$ cat config.mk
export PLATFORM = sky130hd
export DESIGN_NAME = fetch_stage
export DESIGN_NICKNAME = d
export VERILOG_FILES = /design/src/rtl/rv32_pkg.sv /design/src/rtl/pc_unit.sv /design/src/rtl/fetch_stage.sv
export SDC_FILE = /design/constraint.sdc
export NUM_CORES = 1
export LEC_CHECK = 0
export CAP_MARGIN = 15
export CELL_PAD_IN_SITES_DETAIL_PLACEMENT = 0
export CELL_PAD_IN_SITES_GLOBAL_PLACEMENT = 1
export CORE_MARGIN = 2
export CORE_UTILIZATION = 31
export CTS_CLUSTER_SIZE = 16
export DETAILED_ROUTE_END_ITERATION = 10
export MAX_ROUTING_LAYER = met4
export PLACE_DENSITY = 0.81
export SLEW_MARGIN = 40
export SYNTH_ARGS = -nofsm -noshare
export SYNTH_HDL_FRONTEND = slang
export SYNTH_SLANG_ARGS = --single-unit
$ cat constraint.sdc
create_clock -name clk -period 2 [get_ports clk]
set_input_delay 0.3 -clock clk [delete_from_list [all_inputs] [get_ports clk]]
set_output_delay 0.3 -clock clk [all_outputs]
set_load 0.05 [all_outputs]
$ cat src/rtl/rv32_pkg.sv
// Shared RV32I pipeline definitions: the canonical NOP, fetch fault codes
// and the fetch-stage state encoding.
package rv32_pkg;

    localparam logic [31:0] NOP_INSTR = 32'h0000_0013;

    typedef enum logic [1:0] {
        FAULT_NONE     = 2'b00,
        FAULT_MISALIGN = 2'b01,
        FAULT_RANGE    = 2'b10
    } fault_t;

    typedef enum logic [0:0] {
        RUN  = 1'b0,
        HALT = 1'b1
    } fetch_state_t;

endpackage

$ cat src/rtl/pc_unit.sv
// Program counter for the fetch stage: PC register, next-PC selection
// (redirect / PC+4 / hold) and classification of the current PC.
module pc_unit
    import rv32_pkg::*;
#(
    parameter int                    ADDR_WIDTH = 32,
    parameter int                    MEM_SIZE   = 512,
    parameter logic [ADDR_WIDTH-1:0] RESET_PC   = {ADDR_WIDTH{1'b0}}
) (
    input  logic                  clk,
    input  logic                  rst_n,
    input  logic                  redirect_valid,
    input  logic [ADDR_WIDTH-1:0] redirect_pc,
    input  logic                  advance,
    output logic [ADDR_WIDTH-1:0] pc,
    output logic [ADDR_WIDTH-1:0] pc_plus4,
    output fault_t                fault
);

    localparam int                IDX_W     = ADDR_WIDTH - 2;
    localparam logic [IDX_W-1:0]  MEM_LIMIT = IDX_W'(MEM_SIZE);

    logic [ADDR_WIDTH-1:0] pc_r;
    logic [ADDR_WIDTH-1:0] pc_next_s;
    logic [ADDR_WIDTH-1:0] pc_plus4_s;
    fault_t                fault_s;

    // Sequential PC; wraps silently at the top of the address space.
    always_comb begin
        pc_plus4_s = pc_r + ADDR_WIDTH'(4);
    end

    // Misalignment is checked before range so a bad low pair always reports 01.
    always_comb begin
        fault_s = FAULT_NONE;
        if (pc_r[1:0] != 2'b00) begin
            fault_s = FAULT_MISALIGN;
        end else if (pc_r[ADDR_WIDTH-1:2] >= MEM_LIMIT) begin
            fault_s = FAULT_RANGE;
        end else begin
            fault_s = FAULT_NONE;
        end
    end

    // Next-PC selection: redirect overrides sequential advance.
    always_comb begin
        pc_next_s = pc_r;
        if (redirect_valid) begin
            pc_next_s = redirect_pc;
        end else if (advance) begin
            pc_next_s = pc_plus4_s;
        end else begin
            pc_next_s = pc_r;
        end
    end

    // PC register.
    always_ff @(posedge clk or negedge rst_n) begin
        if (!rst_n) begin
            pc_r <= RESET_PC;
        end else begin
            pc_r <= pc_next_s;
        end
    end

    assign pc       = pc_r;
    assign pc_plus4 = pc_plus4_s;
    assign fault    = fault_s;

endmodule

$ cat src/rtl/fetch_stage.sv
// RV32I instruction-fetch stage: drives the instruction memory from the PC and
// captures the returned word into the IF/ID register behind a valid/ready port.
module fetch_stage
    import rv32_pkg::*;
#(
    parameter int                    ADDR_WIDTH = 32,
    parameter int                    DATA_WIDTH = 32,
    parameter int                    MEM_SIZE   = 512,
    parameter logic [ADDR_WIDTH-1:0] RESET_PC   = {ADDR_WIDTH{1'b0}}
) (
    input  logic                  clk,
    input  logic                  rst_n,
    output logic [ADDR_WIDTH-1:0] instr_addr,
    input  logic [DATA_WIDTH-1:0] instr,
    input  logic                  redirect_valid,
    input  logic [ADDR_WIDTH-1:0] redirect_pc,
    input  logic                  out_ready,
    output logic                  out_valid,
    output logic [DATA_WIDTH-1:0] out_instr,
    output logic [ADDR_WIDTH-1:0] out_pc,
    output logic [ADDR_WIDTH-1:0] out_pc_plus4,
    output logic [1:0]            out_fault
);

    localparam logic [DATA_WIDTH-1:0] NOP_WORD = DATA_WIDTH'(NOP_INSTR);

    fetch_state_t          state_r;
    logic                  out_valid_r;
    logic [DATA_WIDTH-1:0] out_instr_r;
    logic [ADDR_WIDTH-1:0] out_pc_r;
    logic [ADDR_WIDTH-1:0] out_pc_plus4_r;
    fault_t                out_fault_r;

    logic                  load_s;
    logic                  advance_s;
    logic [ADDR_WIDTH-1:0] pc_s;
    logic [ADDR_WIDTH-1:0] pc_plus4_s;
    fault_t                fault_s;

    pc_unit #(
        .ADDR_WIDTH (ADDR_WIDTH),
        .MEM_SIZE   (MEM_SIZE),
        .RESET_PC   (RESET_PC)
    ) u_pc_unit (
        .clk            (clk),
        .rst_n          (rst_n),
        .redirect_valid (redirect_valid),
        .redirect_pc    (redirect_pc),
        .advance        (advance_s),
        .pc             (pc_s),
        .pc_plus4       (pc_plus4_s),
        .fault          (fault_s)
    );

    // IF/ID may be overwritten when empty or when decode takes it this cycle.
    always_comb begin
        load_s = !out_valid_r || out_ready;
    end

    // PC steps only on a clean fetch; a faulting PC stays put for diagnosis.
    always_comb begin
        advance_s = 1'b0;
        if (!redirect_valid && load_s && (state_r == RUN) && (fault_s == FAULT_NONE)) begin
            advance_s = 1'b1;
        end else begin
            advance_s = 1'b0;
        end
    end

    // IF/ID register and fetch state: redirect, then load, then hold.
    always_ff @(posedge clk or negedge rst_n) begin
        if (!rst_n) begin
            state_r        <= RUN;
            out_valid_r    <= 1'b0;
            out_instr_r    <= NOP_WORD;
            out_pc_r       <= {ADDR_WIDTH{1'b0}};
            out_pc_plus4_r <= {ADDR_WIDTH{1'b0}};
            out_fault_r    <= FAULT_NONE;
        end else if (redirect_valid) begin
            state_r     <= RUN;
            out_valid_r <= 1'b0;
            out_instr_r <= NOP_WORD;
            out_fault_r <= FAULT_NONE;
        end else if (load_s) begin
            case (state_r)
                RUN: begin
                    out_valid_r    <= 1'b1;
                    out_pc_r       <= pc_s;
                    out_pc_plus4_r <= pc_plus4_s;
                    if (fault_s != FAULT_NONE) begin
                        out_instr_r <= NOP_WORD;
                        out_fault_r <= fault_s;
                        state_r     <= HALT;
                    end else begin
                        out_instr_r <= instr;
                        out_fault_r <= FAULT_NONE;
                        state_r     <= RUN;
                    end
                end
                HALT: begin
                    out_valid_r <= 1'b0;
                    out_instr_r <= NOP_WORD;
                    out_fault_r <= FAULT_NONE;
                    state_r     <= HALT;
                end
                default: begin
                    out_valid_r <= 1'b0;
                    out_instr_r <= NOP_WORD;
                    out_fault_r <= FAULT_NONE;
                    state_r     <= RUN;
                end
            endcase
        end
    end

    assign instr_addr   = pc_s;
    assign out_valid    = out_valid_r;
    assign out_instr    = out_instr_r;
    assign out_pc       = out_pc_r;
    assign out_pc_plus4 = out_pc_plus4_r;
    assign out_fault    = out_fault_r;

endmodule

Wires at chosen ports, followed through buffers:
The bar under the picture is 50 um long.
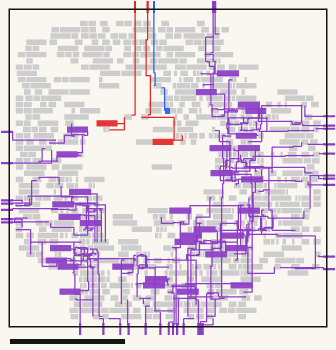
`out_ready`: in blue, direction input, edge top, end cells 1, buffers 1, wire 45.3 um. `out_fault`: in red, direction output, edge top, end cells 2, buffers 2, wire 141 um. `instr_addr`: in purple, direction output, edge 13 bottom, 10 right, 7 left, 2 top, end cells 32, buffers 60, wire 2770 um.
input/output buffers: 198
top-level I/O count: 199

Sequential cells grouped by signal name:
The bar under the picture is 50 um long.
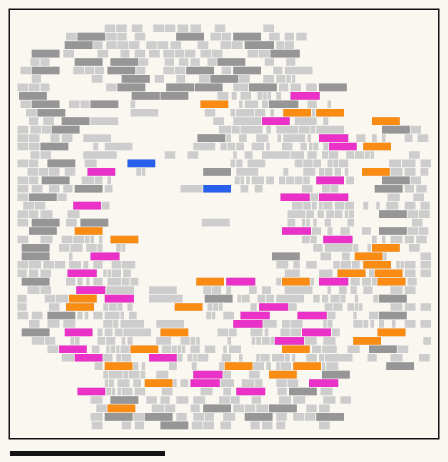
`u_pc_unit.pc`: in magenta, sequential cells 32. `out_pc_plus4`: in orange, sequential cells 30. `out_fault`: in blue, sequential cells 2.
Another 66 sequential cells are not coloured.
Final Util: 50.4%
Seq group: 3.16 mW
flop share of the area: 37.4%
Flop area: 3280 um^2

==> results.yml <==
# flow metrics
run_status:
  status: "complete, no violations"
critical_path:
  crit_start: "u_pc_unit.pc[13]$_DFFE_PN0P_"
  regToRegSetupSlack_ps: 70
  worst-path-max-fanout: 10
  endpoint_kind: "flip-flop"
  regToRegStartpoint: "u_pc_unit.pc[13]$_DFFE_PN0P_"
  worstRegToRegCells: 5
  cp.depth: 5
die:
  nWellTaps: 225
  dieArea_um2: 19000
  coreArea_um2: 17400
  dieHeight_um: 138
  fp-utilization_pct: 31.9
  die_w_um: 138
grt:
  antenna_found_initial: 0
  top_usage_layer: "met2"
  use_met2_pct: 28.9
  grt_pass1_vias: 4779
cells_and_area:
  nets: 775
  inverters: 7
  mostFrequentLayoutCells: "161 x clkdlybuf4s50_1, 105 x dfrtp_1, 54 x buf_4, 51 x nand2_1, 47 x mux2_2"
  comb_share_pct: 24.5
  mostFrequentLayoutCell: "clkdlybuf4s50_1"
  drive_gt1_share_pct: 25.1
  clockNetworkAreaShare_pct: 6.67
  area_growth_pct: 58.1
synthesis:
  ys_async_sr_fraction_pct: 100
  syn_area_per_cell_um2: 11.8
  ys_warn_count: 0
  ys_seq_share_pct: 58.7
  ys_area_um2: 5550
  synthTopLogicFamily: "simple AND/OR/NAND/NOR gates"
  synth_flops: 130
  synth-edff-count: 0
  common_cells: "127 x dfrtp_1, 53 x nand2_1, 47 x mux2_2"
clock_network:
  clkSinkCount: 130
  cts_tree: "built"
  cts.clk_slew.worst_paths_ps: 60
  cts_made_buffers: 17
  root_buffer: "clkbuf_16"
  insertion_delay_ps: 410
worst_hold_path:
  hold_start: "redirect_valid"
  hold_class: "input pin to flip-flop"
  hold_depth: 4
power:
  powerDensity_nw_per_um2: 1020
  intPower_mw: 5.93
  vdd_drop_max_v: 0.000552
  p_sw_share_pct: 34.0
  pwr-share-clk_pct: 34.3
  p_sw_mw: 3.06
place:
  dpl.hpwl_um: 11700
  postPlaceCellArea_um2: 8150
sta:
  maxSlewViolCount: 0
  setup-violations-final: 0
  fin_hold_ws_ps: 368
  fin_tns_setup_ps: 0
  fin_crit_ps: 1930
drt:
  wl_met1_um: 6940
  drt-total-wl_um: 16100
  drt-pass1-iter-count: 4
  drcViolationCount: 0
  met3_length_um: 911
  highest_layer: "met4"
## power groups by stage
| stage | Combinational, mW | Clock (mW) | Sequential, mW |
|---|---|---|---|
| global placement | 2.77 | 0 | 3.19 |
| detailed placement | 2.78 | 0 | 3.20 |
| finish | 2.74 | 3.09 | 3.16 |
| global route | 2.88 | 3.27 | 3.20 |
| CTS | 2.76 | 3.16 | 3.16 |
| floorplan | 0.513 | 0 | 4.35 |
## flip-flops by register name (all words and copies together) (netlist names)
signal and cells:
u_pc_unit.pc 32, out_pc_plus4 30, out_fault 2, out_instr 32, out_pc 32, out_valid 1
state_r 1
## timing repair
item	4_1_cts	5_1_grt
setup buffers	0	1
setup endpoints to repair	34	37
gates resized	28	10
hold endpoints to repair	46	0
hold buffers	1	0
pin swaps	0	6
Power is estimated from default activity; no workload was simulated.
